### src/rtl/mdu_pkg.sv
// Shared types and operation decode helpers for the RV32M multiply/divide unit.
package mduPkg;

    typedef enum logic [2:0] {
        MUL    = 3'd0,
        MULH   = 3'd1,
        MULHSU = 3'd2,
        MULHU  = 3'd3,
        DIV    = 3'd4,
        DIVU   = 3'd5,
        REM    = 3'd6,
        REMU   = 3'd7
    } mdu_op_t;

    typedef enum logic [1:0] {
        IDLE = 2'd0,
        CALC = 2'd1,
        FIX  = 2'd2,
        DONE = 2'd3
    } mdu_state_t;

    function automatic logic is_div(input mdu_op_t op);
        return op inside {DIV, DIVU, REM, REMU};
    endfunction

    function automatic logic is_rem(input mdu_op_t op);
        return op inside {REM, REMU};
    endfunction

    // MUL only keeps the low half, which is identical for any signedness.
    function automatic logic is_signed_a(input mdu_op_t op);
        return op inside {MUL, MULH, MULHSU, DIV, REM};
    endfunction

    function automatic logic is_signed_b(input mdu_op_t op);
        return op inside {MUL, MULH, DIV, REM};
    endfunction

endpackage

### src/rtl/mdu.sv
// Sequential RV32M multiply/divide unit: radix-2 shift-add multiply and restoring
// divide on operand magnitudes, sharing one XLEN+1-bit adder, sign fix-up at the end.
module mdu
    import mduPkg::*;
#(
    parameter int XLEN = 32
) (
    input  logic            clk,
    input  logic            rst_n,
    input  logic [XLEN-1:0] mdu_in1,
    input  logic [XLEN-1:0] mdu_in2,
    input  logic [2:0]      mdu_op,
    input  logic            mdu_start,
    output logic            mdu_busy,
    output logic            mdu_valid,
    output logic [XLEN-1:0] mdu_out
);

    localparam logic [5:0]        LAST_ITER = 6'(XLEN - 1);
    localparam logic [XLEN-1:0]   ONE_X     = {{(XLEN-1){1'b0}}, 1'b1};
    localparam logic [2*XLEN-1:0] ONE_2X    = {{(2*XLEN-1){1'b0}}, 1'b1};
    localparam logic [XLEN-1:0]   MIN_NEG   = {1'b1, {(XLEN-1){1'b0}}};

    function automatic logic [XLEN-1:0] neg_x(input logic [XLEN-1:0] v);
        return ~v + ONE_X;
    endfunction

    function automatic logic [2*XLEN-1:0] neg_2x(input logic [2*XLEN-1:0] v);
        return ~v + ONE_2X;
    endfunction

    mdu_state_t        r_state;
    mdu_state_t        w_next;
    logic [5:0]        r_cnt;
    mdu_op_t           r_op;
    logic              r_qneg;
    logic              r_rneg;
    logic              r_spec;
    logic [XLEN-1:0]   r_spec_val;
    logic [XLEN-1:0]   r_mag;
    logic [2*XLEN-1:0] r_acc;
    logic [XLEN-1:0]   r_out;

    mdu_op_t           w_op_in;
    logic              w_accept;
    logic              w_a_neg;
    logic              w_b_neg;
    logic [XLEN-1:0]   w_a_mag;
    logic [XLEN-1:0]   w_b_mag;
    logic              w_div_zero;
    logic              w_ovf;
    logic              w_spec;
    logic [XLEN-1:0]   w_spec_val;

    assign w_op_in  = mdu_op_t'(mdu_op);
    assign w_accept = mdu_start && ((r_state == IDLE) || (r_state == DONE));

    assign w_a_neg = is_signed_a(w_op_in) && mdu_in1[XLEN-1];
    assign w_b_neg = is_signed_b(w_op_in) && mdu_in2[XLEN-1];
    assign w_a_mag = w_a_neg ? neg_x(mdu_in1) : mdu_in1;
    assign w_b_mag = w_b_neg ? neg_x(mdu_in2) : mdu_in2;

    // Division corner cases are resolved at acceptance and bypass the iteration loop.
    assign w_div_zero = is_div(w_op_in) && (mdu_in2 == '0);
    assign w_ovf      = ((w_op_in == DIV) || (w_op_in == REM)) &&
                        (mdu_in1 == MIN_NEG) && (mdu_in2 == '1);
    assign w_spec     = w_div_zero || w_ovf;

    always_comb begin
        w_spec_val = '0;
        if (w_div_zero) begin
            w_spec_val = is_rem(w_op_in) ? mdu_in1 : '1;
        end else if (w_ovf) begin
            w_spec_val = is_rem(w_op_in) ? '0 : MIN_NEG;
        end
    end

    // Shared adder: multiply adds the multiplicand into the high half,
    // divide subtracts the divisor from the shifted partial remainder.
    logic [XLEN-1:0]   w_hi;
    logic [XLEN-1:0]   w_lo;
    logic              w_div;
    logic [XLEN:0]     w_add_a;
    logic [XLEN:0]     w_add_b;
    logic [XLEN+1:0]   w_sum;
    logic              w_no_borrow;
    logic [2*XLEN-1:0] w_acc_mul;
    logic [2*XLEN-1:0] w_acc_div;
    logic [2*XLEN-1:0] w_acc_next;

    assign w_hi  = r_acc[2*XLEN-1:XLEN];
    assign w_lo  = r_acc[XLEN-1:0];
    assign w_div = is_div(r_op);

    assign w_add_a = w_div ? {w_hi, w_lo[XLEN-1]} : {1'b0, w_hi};
    assign w_add_b = w_div ? ~{1'b0, r_mag} : (w_lo[0] ? {1'b0, r_mag} : '0);
    assign w_sum   = {1'b0, w_add_a} + {1'b0, w_add_b} + {{(XLEN+1){1'b0}}, w_div};

    assign w_no_borrow = w_sum[XLEN+1];
    assign w_acc_mul   = {w_sum[XLEN:0], w_lo[XLEN-1:1]};
    assign w_acc_div   = {(w_no_borrow ? w_sum[XLEN-1:0] : w_add_a[XLEN-1:0]),
                          w_lo[XLEN-2:0], w_no_borrow};
    assign w_acc_next  = w_div ? w_acc_div : w_acc_mul;

    logic [2*XLEN-1:0] w_prod;
    logic [XLEN-1:0]   w_quo;
    logic [XLEN-1:0]   w_rem;
    logic [XLEN-1:0]   w_result;

    assign w_prod = r_qneg ? neg_2x(r_acc) : r_acc;
    assign w_quo  = r_qneg ? neg_x(w_lo) : w_lo;
    assign w_rem  = r_rneg ? neg_x(w_hi) : w_hi;

    always_comb begin
        w_result = '0;
        if (r_spec) begin
            w_result = r_spec_val;
        end else begin
            unique case (r_op)
                MUL:                 w_result = w_prod[XLEN-1:0];
                MULH, MULHSU, MULHU: w_result = w_prod[2*XLEN-1:XLEN];
                DIV, DIVU:           w_result = w_quo;
                REM, REMU:           w_result = w_rem;
            endcase
        end
    end

    always_comb begin
        w_next    = r_state;
        mdu_busy  = 1'b0;
        mdu_valid = 1'b0;
        unique case (r_state)
            IDLE, DONE: begin
                mdu_valid = (r_state == DONE);
                if (w_accept) begin
                    w_next = w_spec ? FIX : CALC;
                end else begin
                    w_next = IDLE;
                end
            end
            CALC: begin
                mdu_busy = 1'b1;
                if (r_cnt == LAST_ITER) begin
                    w_next = FIX;
                end
            end
            FIX: begin
                mdu_busy = 1'b1;
                w_next   = DONE;
            end
        endcase
    end

    always_ff @(posedge clk or negedge rst_n) begin
        if (!rst_n) begin
            r_state    <= IDLE;
            r_cnt      <= '0;
            r_op       <= MUL;
            r_qneg     <= 1'b0;
            r_rneg     <= 1'b0;
            r_spec     <= 1'b0;
            r_spec_val <= '0;
            r_mag      <= '0;
            r_acc      <= '0;
            r_out      <= '0;
        end else begin
            r_state <= w_next;
            if (w_accept) begin
                r_op       <= w_op_in;
                r_spec     <= w_spec;
                r_spec_val <= w_spec_val;
                r_qneg     <= w_a_neg ^ w_b_neg;
                r_rneg     <= w_a_neg;
                r_mag      <= is_div(w_op_in) ? w_b_mag : w_a_mag;
                r_acc      <= {{XLEN{1'b0}}, (is_div(w_op_in) ? w_a_mag : w_b_mag)};
                r_cnt      <= '0;
            end else if (r_state == CALC) begin
                r_acc <= w_acc_next;
                r_cnt <= r_cnt + 6'd1;
            end
            if (r_state == FIX) begin
                r_out <= w_result;
            end
        end
    end

    assign mdu_out = r_out;

endmodule

### config.mk
export PLATFORM = sky130hd
export DESIGN_NAME = mdu
export DESIGN_NICKNAME = d
export VERILOG_FILES = /design/src/rtl/mdu_pkg.sv /design/src/rtl/mdu.sv
export SDC_FILE = /design/constraint.sdc
export NUM_CORES = 1
export LEC_CHECK = 0
export ABC_CLOCK_PERIOD_IN_PS = 6300
export CAP_MARGIN = 40
export CORE_ASPECT_RATIO = 0.7
export CORE_MARGIN = 2
export CORE_UTILIZATION = 39
export CTS_BUF_LIST = sky130_fd_sc_hd__clkbuf_2 sky130_fd_sc_hd__clkbuf_4 sky130_fd_sc_hd__clkbuf_8
export DETAILED_ROUTE_END_ITERATION = 8
export MAX_ROUTING_LAYER = met4
export PLACE_DENSITY = 0.66
export SETUP_SLACK_MARGIN = 0.1
export SYNTH_ARGS = -nofsm -noshare
export SYNTH_HDL_FRONTEND = slang
export SYNTH_SLANG_ARGS = --single-unit
### constraint.sdc
create_clock -name clk -period 6.3 [get_ports clk]
set_input_delay 1.26 -clock clk [delete_from_list [all_inputs] [get_ports clk]]
set_output_delay 1.26 -clock clk [all_outputs]
set_load 0.02 [all_outputs]
==> impl_metrics.env <==
# source this file to load flow results
export IMPL_layout_top_cell="nand2_1"
export IMPL_slowest_stage="a2111oi_0"
export IMPL_ctsResizeCount=0
export IMPL_inv_count=28
export IMPL_ys_seq_share_pct=29.4
export IMPL_cp_required_ps=6700
export IMPL_numCtsBuffers=17
export IMPL_topCellsByArea="dfrtp_1 (29%), o21ai_0 (9.3%), nand2_1 (7.8%), xor2_1 (5.3%), xnor2_1 (4.8%)"
export IMPL_yosys_warnings=0
export IMPL_ys_area_um2=14800
export IMPL_combGateArea_um2=9700
export IMPL_pwr_share_seq_pct=25.4
export IMPL_dr_max_layer_used="met4"
export IMPL_post_cts_buffers=0
export IMPL_wl_per_cell_um=22.9
export IMPL_slew_headroom_pct=38.1
export IMPL_antenna_found_initial=5
export IMPL_synth_flop_count=174
export IMPL_place_ws_ps=1180
export IMPL_holdPathStages=2
export IMPL_viasPerCell=6.30
export IMPL_synthAdderAreaFrac_pct=3.74
export IMPL_top_logic_kind="AND-OR/OR-AND gates"
export IMPL_met2_length_um=22300
export IMPL_skew_ps=16.7
export IMPL_hold_class="reg2reg"
export IMPL_worstHoldStart="r_spec_val[24]"
export IMPL_netlist_area_um2=14800
export IMPL_crit_start="r_op[2]"
export IMPL_worst_slack_ps=1300
export IMPL_regArea_um2=4360
export IMPL_cp_end_kind="flop"
export IMPL_largestClassByArea="combinational gates"
export IMPL_power_density_nw_per_um2=546
export IMPL_yosys_area_share_xor_xnor_pct=10.1
export IMPL_placed_area_um2=16000
export IMPL_r2r_end="r_acc[62]"
export IMPL_wl_met1_um=26100
export IMPL_status="complete, no violations"
export IMPL_p_leak_nw=6.42
export IMPL_grt_max_degree=85
export IMPL_cap_violations=0
export IMPL_ctsHoldBuffers=0
export IMPL_hold_slack_ps=493
export IMPL_tap_cells=488
export IMPL_cp_max_fo=60
export IMPL_pwr_share_clk_pct=9.7
export IMPL_reg2reg_depth=13
export IMPL_worstPathCellList="buf_4, buf_4, nand2_1, o21ai_0, fa_1, a211oi_1, o2111ai_1, a31oi_1, a2111oi_0, o211a_1, o21a_1, o31ai_1, a32o_1"
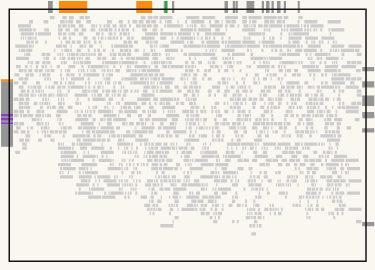
(I/O pins on the die edge)
(1.5 px per um) Pins as bars across the die edge, other pins in grey.
colour	port	pins	direction	edge
green	mdu_start	1	input	north
purple	mdu_op	3	input	west
orange	mdu_in1	32	input	31 north, 1 west
all pins by edge	54 north, 33 west, 17 east
Die Span Y: 167 um
IO Port Bufs: 103
Die Wd: 237 um

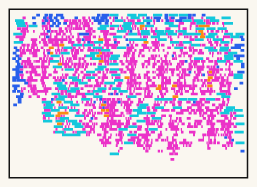
(cells coloured by class)
(1 px per um)
colour	class	cells
magenta	combinational and other logic	1600
orange	clock drivers and dummy loads	32
blue	other buffers and delay cells	131
cyan	flops	174
Seq area share: 26.5%
num rows: 59
core area: 37300 um^2
Final Instance Area: 16500 um^2

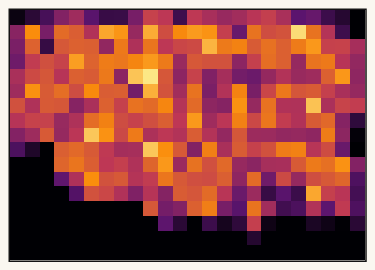
(local utilization)
(1.5 px per um) 24 x 17 tiles, from black (low) to pale yellow (high), 0 to 100% covered.
mean over tiles	40%
tiles over 75% full	6.6%
fullest tile	95%
nearly empty tiles	21%
FP Util: 39.7%
end-of-flow core utilization: 44.2%

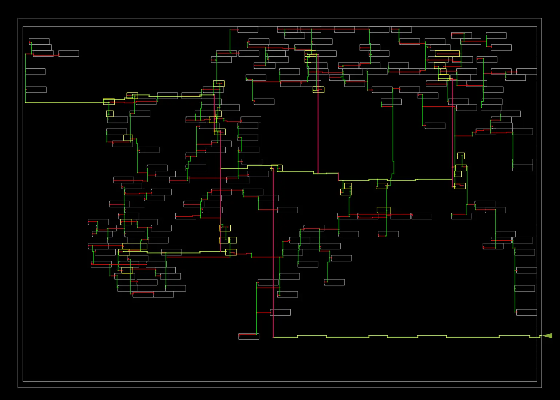
(clock nets)
Latency at later pin: 510 ps
Sink Count: 174

